==> images/layer_met1.png <==
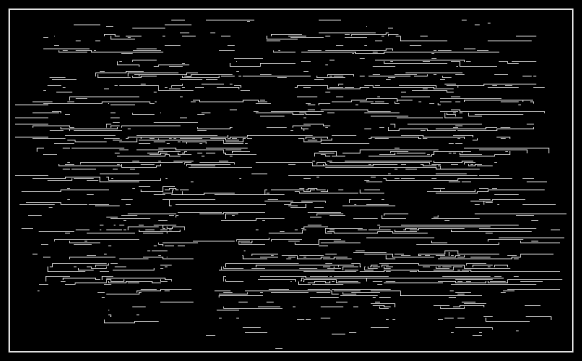
==> images/layer_met2.png <==
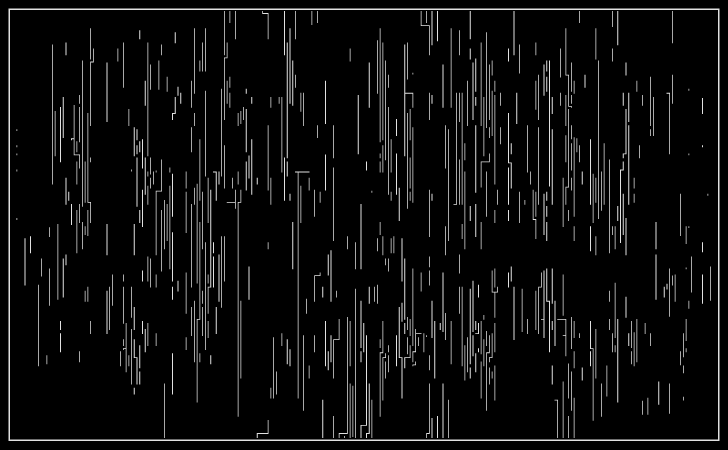
==> images/layer_met3.png <==
The bar under the picture is 20 um long. Cells faint in the background.
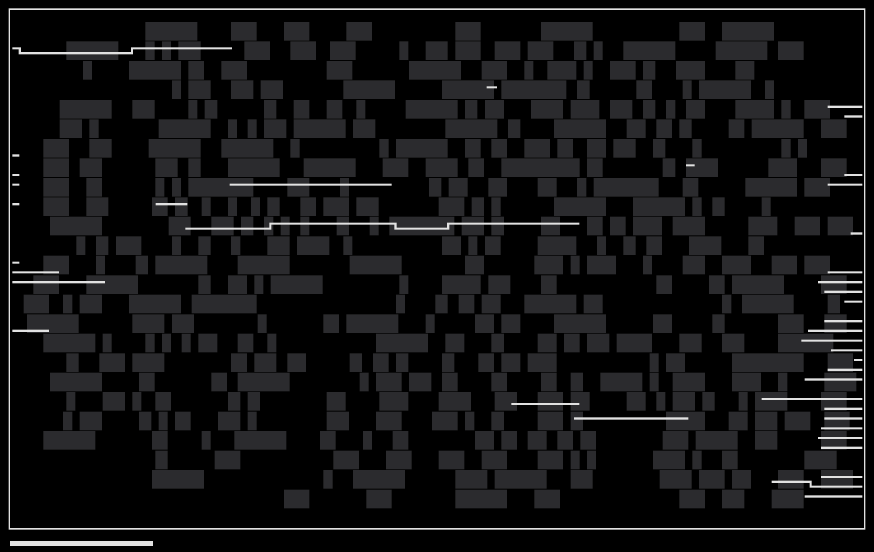
==> images/congestion.png <==
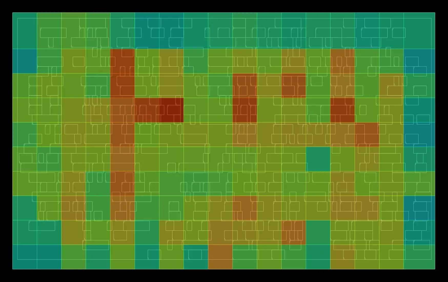
### src/rtl/hazard_ctrl_if.sv
// Control bundle between the RV32I decode/execute buffers and the hazard controller.
// The pipeline side is the master (drives instructions and status); the controller is the slave.
interface hazard_ctrl_if;
  logic [31:0] ir_id;
  logic [31:0] ir_ex;
  logic        br_taken;
  logic        dmem_busy;
  logic        pc_en;
  logic        ir_en;
  logic        bubble;
  logic        flush;
  logic        fwd_sela;
  logic        fwd_selb;

  modport master (
    output ir_id, ir_ex, br_taken, dmem_busy,
    input  pc_en, ir_en, bubble, flush, fwd_sela, fwd_selb
  );

  modport slave (
    input  ir_id, ir_ex, br_taken, dmem_busy,
    output pc_en, ir_en, bubble, flush, fwd_sela, fwd_selb
  );
endinterface

### src/rtl/hazard_ctrl.sv
// Pipeline hazard controller: load-use bubbles, branch flushes, memory-stall freeze
// with timeout watchdog, EX-result forwarding selects and saturating perf counters.
module hazard_ctrl #(
  parameter int MEM_TIMEOUT = 64,
  parameter int CNT_W       = 16
) (
  input  logic             clk,
  input  logic             rst,
  hazard_ctrl_if.slave     hz,
  output logic             mem_err,
  output logic [CNT_W-1:0] stall_cnt,
  output logic [CNT_W-1:0] flush_cnt
);

  localparam int WAIT_W = $clog2(MEM_TIMEOUT + 1);

  localparam logic [6:0] OP_R      = 7'b0110011;
  localparam logic [6:0] OP_I_ALU  = 7'b0010011;
  localparam logic [6:0] OP_LOAD   = 7'b0000011;
  localparam logic [6:0] OP_STORE  = 7'b0100011;
  localparam logic [6:0] OP_BRANCH = 7'b1100011;
  localparam logic [6:0] OP_JALR   = 7'b1100111;
  localparam logic [6:0] OP_JAL    = 7'b1101111;
  localparam logic [6:0] OP_LUI    = 7'b0110111;
  localparam logic [6:0] OP_AUIPC  = 7'b0010111;

  typedef enum logic [1:0] {
    ST_RUN       = 2'd0,
    ST_MEM_STALL = 2'd1,
    ST_ERR       = 2'd2
  } state_t;

  state_t             state_r;
  state_t             state_nxt_s;
  logic [WAIT_W-1:0]  wait_cnt_r;
  logic [WAIT_W-1:0]  wait_nxt_s;

  logic [4:0] rs1_id_s;
  logic [4:0] rs2_id_s;
  logic [4:0] rd_ex_s;
  logic       ex_is_load_s;
  logic       load_use_s;

  logic run_pc_en_s;
  logic run_ir_en_s;
  logic run_bubble_s;
  logic run_flush_s;

  logic pc_en_s;
  logic ir_en_s;
  logic bubble_s;
  logic flush_s;
  logic fwd_ok_s;

  // Register-field decode; fields an opcode does not use collapse to x0.
  always_comb begin
    rs1_id_s     = 5'd0;
    rs2_id_s     = 5'd0;
    rd_ex_s      = 5'd0;
    ex_is_load_s = 1'b0;
    case (hz.ir_id[6:0])
      OP_R, OP_STORE, OP_BRANCH: begin
        rs1_id_s = hz.ir_id[19:15];
        rs2_id_s = hz.ir_id[24:20];
      end
      OP_I_ALU, OP_LOAD, OP_JALR: begin
        rs1_id_s = hz.ir_id[19:15];
      end
      default: begin
        rs1_id_s = 5'd0;
      end
    endcase
    case (hz.ir_ex[6:0])
      OP_LOAD: begin
        rd_ex_s      = hz.ir_ex[11:7];
        ex_is_load_s = 1'b1;
      end
      OP_R, OP_I_ALU, OP_LUI, OP_AUIPC, OP_JAL, OP_JALR: begin
        rd_ex_s = hz.ir_ex[11:7];
      end
      default: begin
        rd_ex_s = 5'd0;
      end
    endcase
  end

  assign load_use_s = ex_is_load_s && (rd_ex_s != 5'd0) &&
                      ((rd_ex_s == rs1_id_s) || (rd_ex_s == rs2_id_s));

  // Unstalled pipeline behaviour: branch beats load-use, load-use beats normal flow.
  always_comb begin
    run_pc_en_s  = 1'b1;
    run_ir_en_s  = 1'b1;
    run_bubble_s = 1'b0;
    run_flush_s  = 1'b0;
    if (hz.br_taken) begin
      run_flush_s  = 1'b1;
      run_bubble_s = 1'b1;
    end else if (load_use_s) begin
      run_pc_en_s  = 1'b0;
      run_ir_en_s  = 1'b0;
      run_bubble_s = 1'b1;
    end else begin
      run_flush_s  = 1'b0;
    end
  end

  // Next-state and control outputs; reset and ERR both kill both buffers.
  always_comb begin
    state_nxt_s = state_r;
    wait_nxt_s  = wait_cnt_r;
    pc_en_s     = 1'b0;
    ir_en_s     = 1'b0;
    bubble_s    = 1'b1;
    flush_s     = 1'b1;
    if (rst) begin
      state_nxt_s = ST_RUN;
      wait_nxt_s  = '0;
    end else begin
      case (state_r)
        ST_RUN: begin
          if (hz.dmem_busy) begin
            bubble_s    = 1'b0;
            flush_s     = 1'b0;
            state_nxt_s = ST_MEM_STALL;
            wait_nxt_s  = WAIT_W'(1);
          end else begin
            pc_en_s  = run_pc_en_s;
            ir_en_s  = run_ir_en_s;
            bubble_s = run_bubble_s;
            flush_s  = run_flush_s;
          end
        end
        ST_MEM_STALL: begin
          if (hz.dmem_busy) begin
            bubble_s = 1'b0;
            flush_s  = 1'b0;
            if (wait_cnt_r == WAIT_W'(MEM_TIMEOUT)) begin
              state_nxt_s = ST_ERR;
            end else begin
              wait_nxt_s = wait_cnt_r + WAIT_W'(1);
            end
          end else begin
            pc_en_s     = run_pc_en_s;
            ir_en_s     = run_ir_en_s;
            bubble_s    = run_bubble_s;
            flush_s     = run_flush_s;
            state_nxt_s = ST_RUN;
            wait_nxt_s  = '0;
          end
        end
        ST_ERR: begin
          state_nxt_s = ST_ERR;
        end
        default: begin
          state_nxt_s = ST_ERR;
        end
      endcase
    end
  end

  // Forwarding is only meaningful while EX is actually advancing.
  assign fwd_ok_s    = !rst && (state_r == ST_RUN) && !hz.dmem_busy &&
                       (rd_ex_s != 5'd0) && !ex_is_load_s;
  assign hz.fwd_sela = fwd_ok_s && (rd_ex_s == rs1_id_s);
  assign hz.fwd_selb = fwd_ok_s && (rd_ex_s == rs2_id_s);
  assign hz.pc_en    = pc_en_s;
  assign hz.ir_en    = ir_en_s;
  assign hz.bubble   = bubble_s;
  assign hz.flush    = flush_s;

  // State, watchdog, sticky error and saturating counters.
  always_ff @(posedge clk) begin
    if (rst) begin
      state_r    <= ST_RUN;
      wait_cnt_r <= '0;
      mem_err    <= 1'b0;
      stall_cnt  <= '0;
      flush_cnt  <= '0;
    end else begin
      state_r    <= state_nxt_s;
      wait_cnt_r <= wait_nxt_s;
      mem_err    <= mem_err || (state_nxt_s == ST_ERR);
      if ((state_r != ST_ERR) && !pc_en_s && (stall_cnt != {CNT_W{1'b1}})) begin
        stall_cnt <= stall_cnt + CNT_W'(1);
      end else begin
        stall_cnt <= stall_cnt;
      end
      if ((state_r != ST_ERR) && flush_s && (flush_cnt != {CNT_W{1'b1}})) begin
        flush_cnt <= flush_cnt + CNT_W'(1);
      end else begin
        flush_cnt <= flush_cnt;
      end
    end
  end

endmodule
### src/flat_wrapper.sv
// flat-port wrapper written by rule: the top's interface ports become plain ports
module hazard_ctrl_flat 
#(
  parameter int MEM_TIMEOUT = 64,
  parameter int CNT_W       = 16
)
  (clk, rst, mem_err, stall_cnt, flush_cnt, hz_ir_id, hz_ir_ex, hz_br_taken, hz_dmem_busy, hz_pc_en, hz_ir_en, hz_bubble, hz_flush, hz_fwd_sela, hz_fwd_selb);
  hazard_ctrl_if hz_i ();
  input  logic clk;
  input  logic rst;
  output logic mem_err;
  output logic [CNT_W-1:0] stall_cnt;
  output logic [CNT_W-1:0] flush_cnt;
  input wire logic [$bits(hz_i.ir_id)-1:0] hz_ir_id;
  input wire logic [$bits(hz_i.ir_ex)-1:0] hz_ir_ex;
  input wire logic [$bits(hz_i.br_taken)-1:0] hz_br_taken;
  input wire logic [$bits(hz_i.dmem_busy)-1:0] hz_dmem_busy;
  output wire logic [$bits(hz_i.pc_en)-1:0] hz_pc_en;
  output wire logic [$bits(hz_i.ir_en)-1:0] hz_ir_en;
  output wire logic [$bits(hz_i.bubble)-1:0] hz_bubble;
  output wire logic [$bits(hz_i.flush)-1:0] hz_flush;
  output wire logic [$bits(hz_i.fwd_sela)-1:0] hz_fwd_sela;
  output wire logic [$bits(hz_i.fwd_selb)-1:0] hz_fwd_selb;
  assign hz_i.ir_id = hz_ir_id;
  assign hz_i.ir_ex = hz_ir_ex;
  assign hz_i.br_taken = hz_br_taken;
  assign hz_i.dmem_busy = hz_dmem_busy;
  assign hz_pc_en = hz_i.pc_en;
  assign hz_ir_en = hz_i.ir_en;
  assign hz_bubble = hz_i.bubble;
  assign hz_flush = hz_i.flush;
  assign hz_fwd_sela = hz_i.fwd_sela;
  assign hz_fwd_selb = hz_i.fwd_selb;
  hazard_ctrl #(.MEM_TIMEOUT(MEM_TIMEOUT), .CNT_W(CNT_W)) u_core (.clk(clk), .rst(rst), .hz(hz_i), .mem_err(mem_err), .stall_cnt(stall_cnt), .flush_cnt(flush_cnt));
endmodule
### config.mk
export PLATFORM = sky130hd
export DESIGN_NAME = hazard_ctrl_flat
export DESIGN_NICKNAME = d
export VERILOG_FILES = /design/src/rtl/hazard_ctrl_if.sv /design/src/rtl/hazard_ctrl.sv /design/src/flat_wrapper.sv
export SDC_FILE = /design/constraint.sdc
export NUM_CORES = 1
export LEC_CHECK = 0
export ABC_CLOCK_PERIOD_IN_PS = 3100
export CELL_PAD_IN_SITES_DETAIL_PLACEMENT = 1
export CELL_PAD_IN_SITES_GLOBAL_PLACEMENT = 1
export CORE_ASPECT_RATIO = 0.6
export CORE_MARGIN = 1
export CORE_UTILIZATION = 30
export CTS_CLUSTER_SIZE = 12
export DETAILED_ROUTE_END_ITERATION = 10
export PLACE_DENSITY_LB_ADDON = 0.05
export REMOVE_ABC_BUFFERS = 1
export SYNTH_ARGS = -nofsm -noshare
export SYNTH_HDL_FRONTEND = slang
export SYNTH_SLANG_ARGS = --single-unit
### constraint.sdc
create_clock -name clk -period 3.1 [get_ports clk]
set_input_delay 0.465 -clock clk [delete_from_list [all_inputs] [get_ports clk]]
set_output_delay 0.465 -clock clk [all_outputs]
set_load 0.05 [all_outputs]
==> results.cfg <==
; implementation run metrics
[outcome]
status = completed

[layout]
antennaDiodeCount = 0
layout-drive-gt1-share_pct = 16.5
fillers = 942
clkCellAreaFrac_pct = 4.50
nNonClkInverters = 10
num-multi-input-gates = 236

[cts]
cts_tree = built
cts_resized = 18
clk_pin_slew_ns = 0.06

[synth]
ys_sh_aoi_pct = 14.0
synth_stat.cells = 299
ys_async_sr_fraction_pct = 0
synth-edff-count = 0
syn_inst = 299
synth_cell_type_count = 54
top_area_share_pct = 34.0
syn-cell-area_um2 = 2470

[critical_path]
required_ns = 2.63
critical-path-top-delay-family = buffers and inverters
cpMaxStageDelayCell = clkdlybuf4s50_1
r2r_end = u_core.stall_cnt[15]$_SDFFE_PP0P_
endpoint_kind = output pin

[power]
powerSeq_mw = 0.564
combPwrFrac_pct = 17.1
pwr-share-seq_pct = 40.2

[final_timing]
finClkSkew_ns = 0.00462

[place]
io_buffer_count = 71
pre_cts_slack_ns = -0.255

[min_path]
min_path_type = flop to flop
Back to the opening pictures, layer_met1.png:
wire length on this layer: 3940 um
longest straight run: 41.9 um

Back to the opening pictures, layer_met2.png:
main direction: vertical
longest straight run: 38.1 um
detailed-route via count: 2500
met2 Track Usage GR: 26.9%
WL final: 7.38 mm

Back to the opening pictures, layer_met3.png:
nets with wire on the layer: 39
longest straight run: 22.3 um
wire length on this layer: 306 um
met3 GRT Util: 3.77%

Back to the opening pictures, congestion.png:
global-route layer with the greatest usage: met2
GRT Overall Usage: 18.0%

routing by layer:
| metal | track usage [%] | vias up | part of all wire, % |
|---|---|---|---|
| met5 | 0 | - | 0 |
| met4 | 3.38 | 0 | 0.51 |
| met3 | 3.77 | 4 | 4.1 |
| met2 | 26.9 | 46 | 42 |
| met1 | 26.5 | 1201 | 53 |
| li1 | - | 1249 | - |
registers in the layout, indices dropped and copies added, names as in the netlist:
signal	cells
u_core.stall_cnt	16
u_core.flush_cnt	16
u_core.mem_err	1
u_core.wait_cnt_r	7
u_core.state_r	2
tightest hold or removal path, cell delays in order, from the launching register on:
cell	delay (ns)
dfxtp_1	0.31
inv_1	0.05
a21oi_1	0.05
Power is estimated from default activity; no workload was simulated.
